--- src/rtl/mux8_rr_arbiter.sv ---
// Eight-lane round-robin arbiter feeding one registered 64-bit 8:1 select with valid/ready.
// Optional burst lock on a granted lane is enabled with `define ARB_LOCK_EN.
module mux8_rr_arbiter #(
  parameter int unsigned WIDTH = 64
) (
  input  logic                  clk,
  input  logic                  reset,
  input  logic [7:0]            in_valid,
  input  logic [7:0][WIDTH-1:0] in_data,
  input  logic [7:0]            in_lock,
  output logic [7:0]            in_ready,
  output logic                  out_valid,
  output logic [WIDTH-1:0]      out_data,
  output logic [2:0]            out_sel,
  input  logic                  out_ready
);

  localparam int unsigned LANES = 8;
  localparam int unsigned SEL_W = 3;

  typedef enum logic {
    S_EMPTY = 1'b0,
    S_FULL  = 1'b1
  } state_t;

  state_t             r_state;
  logic [WIDTH-1:0]   r_data;
  logic [SEL_W-1:0]   r_sel;
  logic [SEL_W-1:0]   r_ptr;

  logic               w_load_ok;
  logic               w_found;
  logic [SEL_W-1:0]   w_pick;
  logic [SEL_W-1:0]   w_idx;
  logic               w_grant;

`ifdef ARB_LOCK_EN
  logic               r_lock_act;
  logic [SEL_W-1:0]   r_lock_lane;
`else
  logic               w_unused_lock;
  assign w_unused_lock = ^in_lock;
`endif

  // Scan from ptr upward; iterating high-to-low leaves the nearest valid lane in w_pick.
  always_comb begin
    w_load_ok = (r_state == S_EMPTY) || out_ready;
    w_found   = 1'b0;
    w_pick    = r_ptr;
    w_idx     = r_ptr;
    for (int i = LANES - 1; i >= 0; i--) begin
      w_idx = r_ptr + SEL_W'(i);
      if (in_valid[w_idx]) begin
        w_found = 1'b1;
        w_pick  = w_idx;
      end
    end
`ifdef ARB_LOCK_EN
    if (r_lock_act) begin
      w_found = in_valid[r_lock_lane];
      w_pick  = r_lock_lane;
    end
`endif
    w_grant  = w_found && w_load_ok && !reset;
    in_ready = w_grant ? (LANES'(1) << w_pick) : '0;
  end

  // Output register, round-robin pointer and optional lock state.
  always_ff @(posedge clk or posedge reset) begin
    if (reset) begin
      r_state     <= S_EMPTY;
      r_data      <= '0;
      r_sel       <= '0;
      r_ptr       <= '0;
`ifdef ARB_LOCK_EN
      r_lock_act  <= 1'b0;
      r_lock_lane <= '0;
`endif
    end else if (w_grant) begin
      r_state <= S_FULL;
      r_data  <= in_data[w_pick];
      r_sel   <= w_pick;
`ifdef ARB_LOCK_EN
      if (r_lock_act) begin
        if (!in_lock[w_pick]) begin
          r_lock_act <= 1'b0;
          r_ptr      <= w_pick + SEL_W'(1);
        end
      end else if (in_lock[w_pick]) begin
        r_lock_act  <= 1'b1;
        r_lock_lane <= w_pick;
      end else begin
        r_ptr <= w_pick + SEL_W'(1);
      end
`else
      r_ptr   <= w_pick + SEL_W'(1);
`endif
    end else if (w_load_ok) begin
      r_state <= S_EMPTY;
    end
  end

  assign out_valid = (r_state == S_FULL);
  assign out_data  = r_data;
  assign out_sel   = r_sel;

endmodule

--- config.mk ---
export PLATFORM = sky130hd
export DESIGN_NAME = mux8_rr_arbiter
export DESIGN_NICKNAME = d
export VERILOG_FILES = /design/src/rtl/mux8_rr_arbiter.sv
export SDC_FILE = /design/constraint.sdc
export NUM_CORES = 1
export LEC_CHECK = 0
export ABC_AREA = 1
export CORE_AREA = 8 8 231 233
export DETAILED_ROUTE_END_ITERATION = 16
export DIE_AREA = 0 0 239 241
export PLACE_DENSITY = 0.49
export SLEW_MARGIN = 10
export SYNTH_ARGS = -nofsm -noshare
export SYNTH_HDL_FRONTEND = slang
export SYNTH_SLANG_ARGS = --single-unit
--- constraint.sdc ---
create_clock -name clk -period 2.8 [get_ports clk]
set_input_delay 0.28 -clock clk [delete_from_list [all_inputs] [get_ports clk]]
set_output_delay 0.28 -clock clk [all_outputs]
set_load 0.05 [all_outputs]
**Routing congestion map**

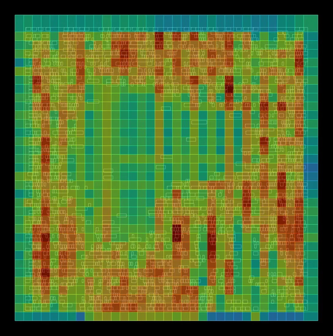
share of the core filled with cells in the final layout: 35.1%
gr busiest metal: met2
average wire per cell in the routed design: 19.9 um
grt met2 use: 36.0%

**Routed metal, one colour a layer**

Drawn at 1.5 px/um.
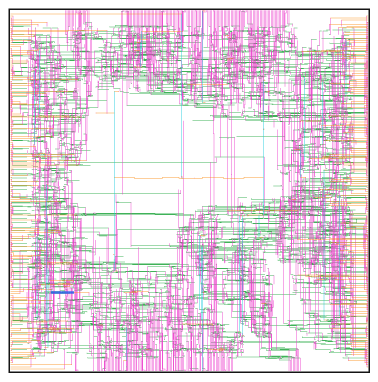
orange -> M3  # wire length 4560 um
blue -> M5  # wire length 13.8 um
cyan -> M4  # wire length 1410 um
magenta -> M2  # wire length 30.1 mm
green -> M1  # wire length 24.4 mm
vias: 13.5k
total routed wirelength: 60500 um
Total GRT Usage: 20.0%

**Port wiring**

Drawn at 1.5 px/um.
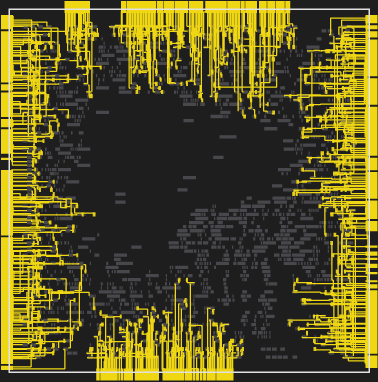
yellow -> `in_data`  # bits 512, direction input, end cells 512, buffers 512, wire 17600 um
Top-Level Pins: 607
number of buffers added on ports: 598

**Pin map**

Drawn at 1 px/um. Pins as bars across the die edge, other pins in grey.
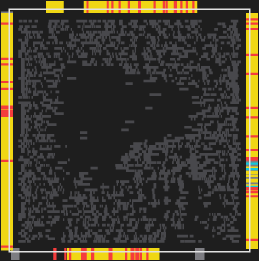
red -> `out_data`  # pins 64, direction output, edge 19 bottom, 16 right, 15 top, 14 left
yellow -> `in_data`  # pins 512, direction input, edge 160 left, 144 right, 125 top, 83 bottom
cyan -> `out_sel`  # pins 3, direction output, edge right
die span in x: 239 um
Die Ht: 241 um

**Register map, names as in the netlist**

Drawn at 1 px/um. Other sequential cells in the stronger grey, the rest of the logic in the fainter grey.
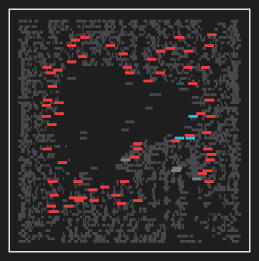
red -> `out_data`  # flops 64, where spread over the die
cyan -> `out_sel`  # flops 3
not coloured = 4
flip-flop and latch share of the layout cell area: 10.2%
sequential cell area in the final layout: 1780 um^2

==> ds_physical_params.txt <==
Summary of implementation characteristics

Parameter                              Value

Outcome
  Status    finished, violations left
  Failing checks    setup timing

Synth
  Main combinational cell family by area after synthesis    simple AND/OR/NAND/NOR gates
  Cell area after synthesis    between 8000 and 9000 um^2
  Compound Share, Synth    less than 1%
  Warnings from Yosys    0
  Mean Syn Cell Area    just over 5 um^2
  Most numerous cell types in the synthesized netlist    sky130_fd_sc_hd__nand2_1, sky130_fd_sc_hd__nand3_1, sky130_fd_sc_hd__buf_2
  Sequential share of the synthesized area    about a fifth
  Top FF cell, synth    sky130_fd_sc_hd__dfrtp_1
  Simple-gate portion of the synthesized area    between 60% and 70%
  Unique cell types    21
  Fraction of post-synthesis cell area in the top cell type by area    a little under half

STA
  Final WS setup    -0.263 ns
  Total count of hold-check failures in the final report    0
  Fmax achieved    327 MHz
  Slew Limit Headroom    a little under three fifths
  Setup repair after global routing missed its margin    true
  Slew of the pin with the lowest slew margin    around 0.65 ns
  Total setup violations reported at the end of the flow    between 50 and 60
  Final clock skew    between 0.005 and 0.006 ns

Layout
  Layout clock area frac    between 1.5 and 2%
  Ratio of cells with drive above 1 in the final layout    between 9 and 10%
  Number of non-clock buffers    approximately 700
  Inverter tally of the final layout excluding the clock network    22
  Final antenna diode count    2
  Logic cell area    slightly below 7000 um^2
  Most common library cell in the layout ignoring fill and taps    sky130_fd_sc_hd__nand2_1
  Final Net Count    a little under 3k
  Filler instances    around 5.5k
  Total of clock buffers placed in the layout    13
  FFs & Latches    just over 70
  Buffering overhead    a little over two fifths

Critical path
  Dominant cell type by count on the critical path    sky130_fd_sc_hd__nand2_1
  Largest stage delay on the critical path    0.45 ns
  Highest-delay cell along the critical path    sky130_fd_sc_hd__dfrtp_2
  Worst setup path class    reg2reg
  Endpoint arrival time on the critical path    3.30 ns
  CP Cell Sequence    inv_2, buf_6, nand2_1, nand3_1, nand3_2, nand2_2, inv_2, nand2_1, nand2_1, nand2_2, nand2_2, nand2_4, nand2_8, buf_12, buf_16, bufbuf_16, bufbuf_16, nand2_1, nand2_1, nand2_1, nand2_1, nand2_1, nand3_1
  Startpoint of the worst setup timing path    r_ptr[0]$_DFFE_PP0P_
  Launching element type of the critical path    register
  Number of stages on the worst setup path    23
  R2r endpoint    out_data[21]$_DFFE_PP0P_
  Nature of the critical path endpoint    register

Detailed routing
  Post-Route M1 WL    about 24000 um
  Remaining number of nets flagged by the antenna check after routing    0
  Highest routing layer actually used    met5
  Total length of routed met3 wires    ~4600 um
  1st-pass router iterations    5

Clocking
  TritonCTS clock tree    done
  Number of sinks driven by the clock tree    ~70

Floorplanning
  Starting utilization of the core area    a little under a fifth
  Num tapcells    between 600 and 700

GRT
  Pin count of the biggest net entering global routing    a little under 90
  Antenna violations before repair    3
  Residual overflow from global routing    0
  Number of global-route vias before repair    14.0k

Hold path
  Min-Delay Path Class    in2async

Place
  HPWL after detailed placement    roughly 46000 um
  Gpl congestion    0.913
-- logic make-up after synthesis --
group                      count (synthesis)
and+or+nand+nor                         1528
xor gates and xnor gates                   4
adders and majority gates                  3
buffers and inverters                    159
AOI/OAI and AO/OA                         14
DFF                                       71
-- state kept, by name (all words and copies together), names as in the netlist --
register,count
r_ptr,3
out_valid,1
out_data,64
out_sel,3
-- metrics by stage --
step           cells  setup slack, ns  hold slack (ns)  instance area (um^2)
2_1_floorplan   1779          0.00592            0.376                  9030
3_3_place_gp    2997           -0.153            0.473                 16300
3_5_place_dp    2997           -0.174            0.481                 16300
4_1_cts         3032           -0.233            0.468                 17300
5_1_grt         3037           -0.389            0.479                 17400
6_report        3037           -0.263            0.454                 17400
